==> config.mk <==
export PLATFORM = sky130hd
export DESIGN_NAME = dcp_uart_tx
export DESIGN_NICKNAME = d
export VERILOG_FILES = /design/src/rtl/dcp_uart_tx_pkg.sv /design/src/rtl/dcp_tx_fifo.sv /design/src/rtl/dcp_uart_tx.sv
export SDC_FILE = /design/constraint.sdc
export NUM_CORES = 1
export LEC_CHECK = 0
export ABC_AREA = 1
export CAP_MARGIN = 20
export CORE_ASPECT_RATIO = 1.1
export CORE_MARGIN = 4
export CORE_UTILIZATION = 45
export DETAILED_ROUTE_END_ITERATION = 10
export PLACE_DENSITY = 0.68
export SLEW_MARGIN = 20
export SYNTH_ARGS = -nofsm -noshare
export SYNTH_HDL_FRONTEND = slang
export SYNTH_SLANG_ARGS = --single-unit
==> constraint.sdc <==
create_clock -name clk -period 2.5 [get_ports clk]
set_input_delay 0.25 -clock clk [delete_from_list [all_inputs] [get_ports clk]]
set_output_delay 0.25 -clock clk [all_outputs]
set_load 0.01 [all_outputs]
**Run 1: register map, names as in the netlist**

Bar = 50 microns.
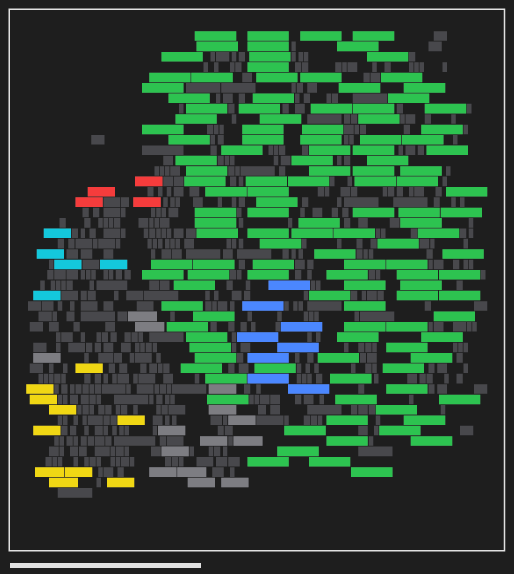
[yellow] cnt | flops: 10 | where: bottom left
[red] u_fifo.wr_ptr | flops: 4
[blue] shift | flops: 8 | where: middle
[cyan] u_fifo.count | flops: 5 | where: left middle
[green] u_fifo.mem | flops: 128
sequential power: 3.45 mW
final core occ: 0.5276
share of the final layout cell area in sequential cells: 0.5702

**Run 1: routed metal per tile**

26 x 28 tiles, from dark blue (low) to red (high), scaled to the fullest tile. Values are wire area over tile area, all layers added.
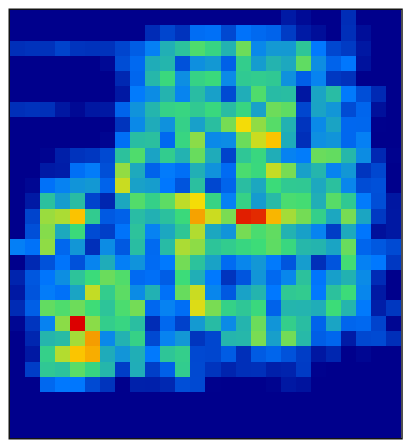
fullest tile: 0.57
densest ninth of the die: middle
tiles over half the peak: 11%
GRT Resource Usage Total: 0.1759
Routed WL: 15,430 microns
routed wire length per instance: 16.82 microns
total number of vias: 4,921

**Run 1: cell sizes after repair**

Bar = 50 microns.
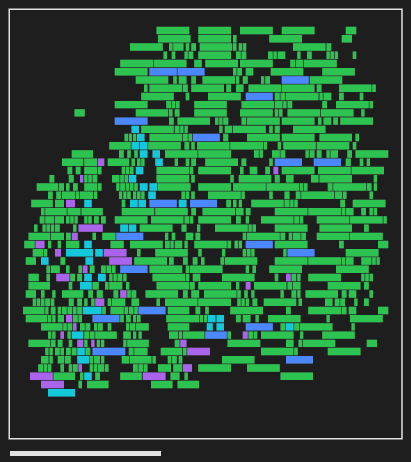
[blue] x6 and larger | cells: 20 | share: 2.8%
[purple] x2 | cells: 29 | share: 4.0%
[green] x1 and smaller | cells: 631 | share: 88%
[cyan] x3 and x4 | cells: 37 | share: 5.2%
Layout Cell Area excl Fill: 8334 sq um
area growth from synthesis to layout: 14.41%
min setup slack post-route: 127.5 ps

==> out/results.ini, run 1 <==
[layout]
biggest_cell_category_by_area_in_the_final_layout = registers
layout-drive-gt1-share = 0.1199
nMultiInputCombCells = 433
layout.clock_buffers = 20
non_clock_buffer_area_share = 0.04324
regArea_sq_um = 4752
nFlopsAndLatches = 169
largest_reg_flops = 128
multiInputGateArea_sq_um = 2267
n_fill_cell = 1341
finish.net_count = 735

[clock_tree]
h-tree-depth = 4
tritoncts = yes
clock_tree.buffer_depth = 2
holdBufCountCts = 0
cts_made_buffers = 17
cts-root-buf = clkbuf_16
cts.sinks = 169
post_cts.resized_instances = 2

[critical_path]
worst_endpoint_required_time_ps = 2860
ff2ff_setup_slack_ps = 130
worstPathMaxFanout = 7
end_kind = flip-flop
cp-start-kind = flip-flop
critPathSlowestCell = fa_2
cp_num_cells = 14
path_common_cell = inv_1
worst-r2r-cell-count = 14

[placement]
gp_routability_congestion = 0.8486

[min_path]
worst_hold_path_type = reg -> reg
whs_path_depth = 2

[timing]
finalCritPeriodShare = 0.9490
tmin_final_ps = 2372
final_hold_viol_count = 0
report.final.setup_viol = 0
max_slew.worst_pin.slew_ps = 700.3
clock-skew-final_ps = 8.874

[global_routing]
grt_use_met1 = 0.2262
number_of_antenna_violations_at_the_first_check_in_global_routing = 0
globalRoute.busiestLayer = met2
congestion_overflow_gr = 0
grt_pass1_vias = 4869

[floorplanning]
initCoreUtil = 0.4612
fp.dieH_microns = 141.4
io_pins = 14
total_number_of_tap_cells = 200
die_x_microns = 129.3
core-area_sq_um = 15800
fp.dieArea_sq_um = 18290

[power_and_ir_drop]
power_mw = 8.038
static-leakage-power_nw = 2.970
ir_drop_mv = 0.5566
sw_frac_of_total = 0.3134
power_leader = registers
pwr-share-comb = 0.269
comb_power_mw = 2.16
internal_power_mw = 5.519
power.clock.total_mw = 2.43
clock_power_share = 0.302
switching_power_mw = 2.519

[synthesis]
yosys_cells = 673
post_synth_xor_area_fraction = 0.008416
dominantRegCellSynth = edfxtp_1
synth.largest_area_cell = edfxtp_1
synth_flop_count = 169
synthesis.instances = 673
yosys_warnings = 0
post_synth_most_frequent_cells = 136 x edfxtp_1, 131 x nor2_1, 82 x o21ai_0, 79 x nand2_1, 35 x inv_1
post_synth_fa_ha_maj_area_fraction = 0.03367
synthMostInstantiatedCell = edfxtp_1
syn-num-nets = 703
syn_avg_cell_area_sq_um = 10.82
post_synth_instance_area_sq_um = 7284
ys_types = 38

[route]
routed-wl-met3_microns = 697
avgViaCountPerCell = 5.366
post-route-drc-count = 0

[run]
max_cap_viol_count = 0

[status]
status = completed

run 1: layout by cell type (no fill, tap or decap), drive strengths merged, types with 2 or more instances in the layout:
master | netlist | final
clkdlybuf4s50 | 0 | 13
dfxtp | 33 | 33
bufinv | 0 | 2
clkbuf | 11 | 20
clkinv | 1 | 8
clkinvlp | 0 | 2
edfxtp | 136 | 136
nand3 | 33 | 33
o22ai | 2 | 2
nand4 | 2 | 2
xor2 | 4 | 4
o21ai | 86 | 86
nand2 | 85 | 85
buf | 18 | 29
nor2 | 135 | 135
o211ai | 30 | 30
a21oi | 24 | 24
a211oi | 4 | 4
and3 | 2 | 2
inv | 41 | 41
ha | 18 | 18
xnor2 | 3 | 3
**Run 1: clock wires, drivers and flops**

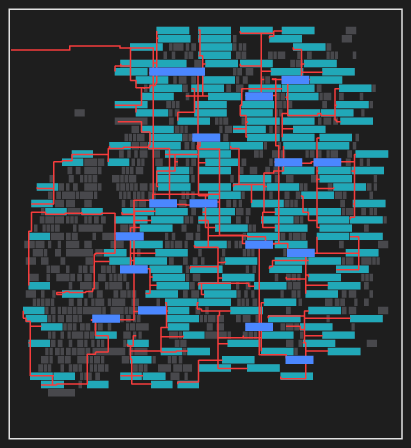

==> run 2, diff against run 1 <==
--- a/config.mk
+++ b/config.mk
@@ -11,7 +11,8 @@
 export CORE_MARGIN = 4
 export CORE_UTILIZATION = 45
 export DETAILED_ROUTE_END_ITERATION = 10
-export PLACE_DENSITY = 0.68
+export DONT_BUFFER_PORTS = 1
+export PLACE_DENSITY = 0.67
 export SLEW_MARGIN = 20
 export SYNTH_ARGS = -nofsm -noshare
 export SYNTH_HDL_FRONTEND = slang
**Run 2: clock wires, drivers and flops**

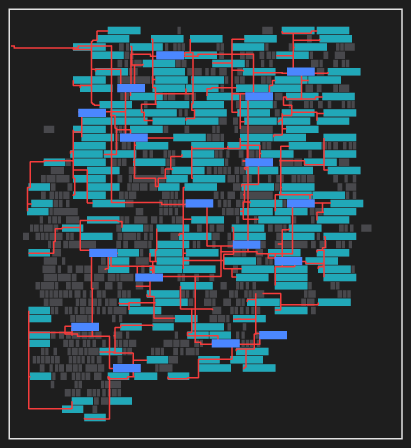
[blue] clock-net drivers | count: 17
[red] clock wires | length: 1,840 microns
[cyan] flip-flops | count: 169
flops lie: spread over the die
routed clock nets: 18
Clock Power Share: 0.342
worst clock skew on the final layout: 8.950 ps
clk_lat worst skew: 440 ps
Clock Power: 2.90 mW

==> run 2 against run 1 <==
Compared with the run above: global-route usage grew 0.53 points; sequential power hardly changed; sequential share of layout area increased by 0.22 points; critical path depth increased by 1; die area did not move; register-to-register slack improved by 60 ps; fmax grew 2.5%; critical path type unchanged; critical endpoint unchanged.
==> out/results.ini, run 2 <==
[layout]
final_core_utilization = 0.5255
n_fill_cell = 1359
nFlopsAndLatches = 169
nMultiInputCombCells = 433
layout.clock_buffers = 20
non_clock_buffer_area_share = 0.02864
finish.net_count = 720
most_used_cells_in_the_layout_excluding_fill_and_tap_cells = 136 x edfxtp_1, 131 x nor2_1, 80 x o21ai_0, 79 x nand2_1, 35 x inv_1
seq_share = 0.5724
area_growth_syn_to_layout_pct = 13.95
largest_reg_flops = 128
biggest_cell_category_by_area_in_the_final_layout = registers
multiInputGateArea_sq_um = 2242
regArea_sq_um = 4751
layout_cell_area_excl_fill_sq_um = 8300
layout-drive-gt1-share = 0.1095

[global_routing]
number_of_antenna_violations_at_the_first_check_in_global_routing = 0
grt_pass1_vias = 4887
congestion_overflow_gr = 0

[synthesis]
ys_types = 38
synthesis.instances = 673
synth.largest_area_cell = edfxtp_1
syn_avg_cell_area_sq_um = 10.82
synth_flop_count = 169
synthMostInstantiatedCell = edfxtp_1
post_synth_instance_area_sq_um = 7284
dominantRegCellSynth = edfxtp_1
yosys_cells = 673
yosys_warnings = 0
syn-num-nets = 703

[timing]
max_slew.worst_pin.slew_ps = 821.2
finalCritPeriodShare = 0.9254
final_critical_path_setup_slack_ps = 186.4
report.final.setup_viol = 0
final_hold_viol_count = 0
tmin_final_ps = 2314

[floorplanning]
die_x_microns = 129.3
total_number_of_tap_cells = 200
fp.dieH_microns = 141.4
core-area_sq_um = 15800
initCoreUtil = 0.4612
fp.dieArea_sq_um = 18290

[min_path]
worst_hold_path_type = in -> reg
whs_path_depth = 2

[critical_path]
worstPathMaxFanout = 6
end_kind = flip-flop
worst_endpoint_required_time_ps = 2860
cp-start-kind = flip-flop
cp_num_cells = 15
critPathSlowestCell = dfxtp_2

[clock_tree]
holdBufCountCts = 9
cts_made_buffers = 17
tritoncts = yes
cts-root-buf = clkbuf_16

[power_and_ir_drop]
static-leakage-power_nw = 2.947
ir_drop_mv = 0.5937
sw_frac_of_total = 0.3125
internal_power_mw = 5.820
power_leader = registers
switching_power_mw = 2.646
pwr-share-comb = 0.252
sequentialPower_mw = 3.43

[placement]
gp_routability_congestion = 0.8692

[route]
post-route-drc-count = 0

[status]
status = completed

**Run 2: routed metal per tile**

26 x 28 tiles, from dark blue (low) to red (high), scaled to the fullest tile. Values are wire area over tile area, all layers added.
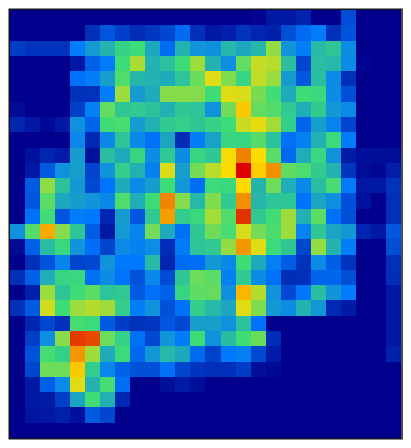
nearly empty tiles: 29%
mean over tiles: 0.14
emptiest ninth of the die: bottom right
fullest tile: 0.56
densest ninth of the die: middle
total number of vias: 4,966
GRT Resource Usage Total: 0.1812
Routed WL: 15,880 microns
routed wire length per instance: 17.59 microns

[run 2: cell counts after synthesis]
Identical to the previous run, type by type.
[run 2: cell families after synthesis]
logic type                 count (synthesis)  share of synthesized area
buffers and inverters                     71                    0.04328
and+or+nand+nor                          260                     0.1489
xor gates and xnor gates                   7                   0.008417
AOI/OAI and AO/OA                        147                     0.1144
adders and majority gates                 19                    0.03367
DFF                                      169                     0.6513
[run 2: routing by layer]
metal / vias up / routed length [microns] / part of all wire / track usage
met5: - / 0 / 0 / 0
met4: 0 / 343 / 0.022 / 0.06302
met3: 32 / 785 / 0.049 / 0.04405
met2: 127 / 7881 / 0.50 / 0.3027
met1: 2427 / 6874 / 0.43 / 0.2306
li1: 2380 / - / - / -
Power figures rest on the tool's default switching activity, not on a simulated workload.
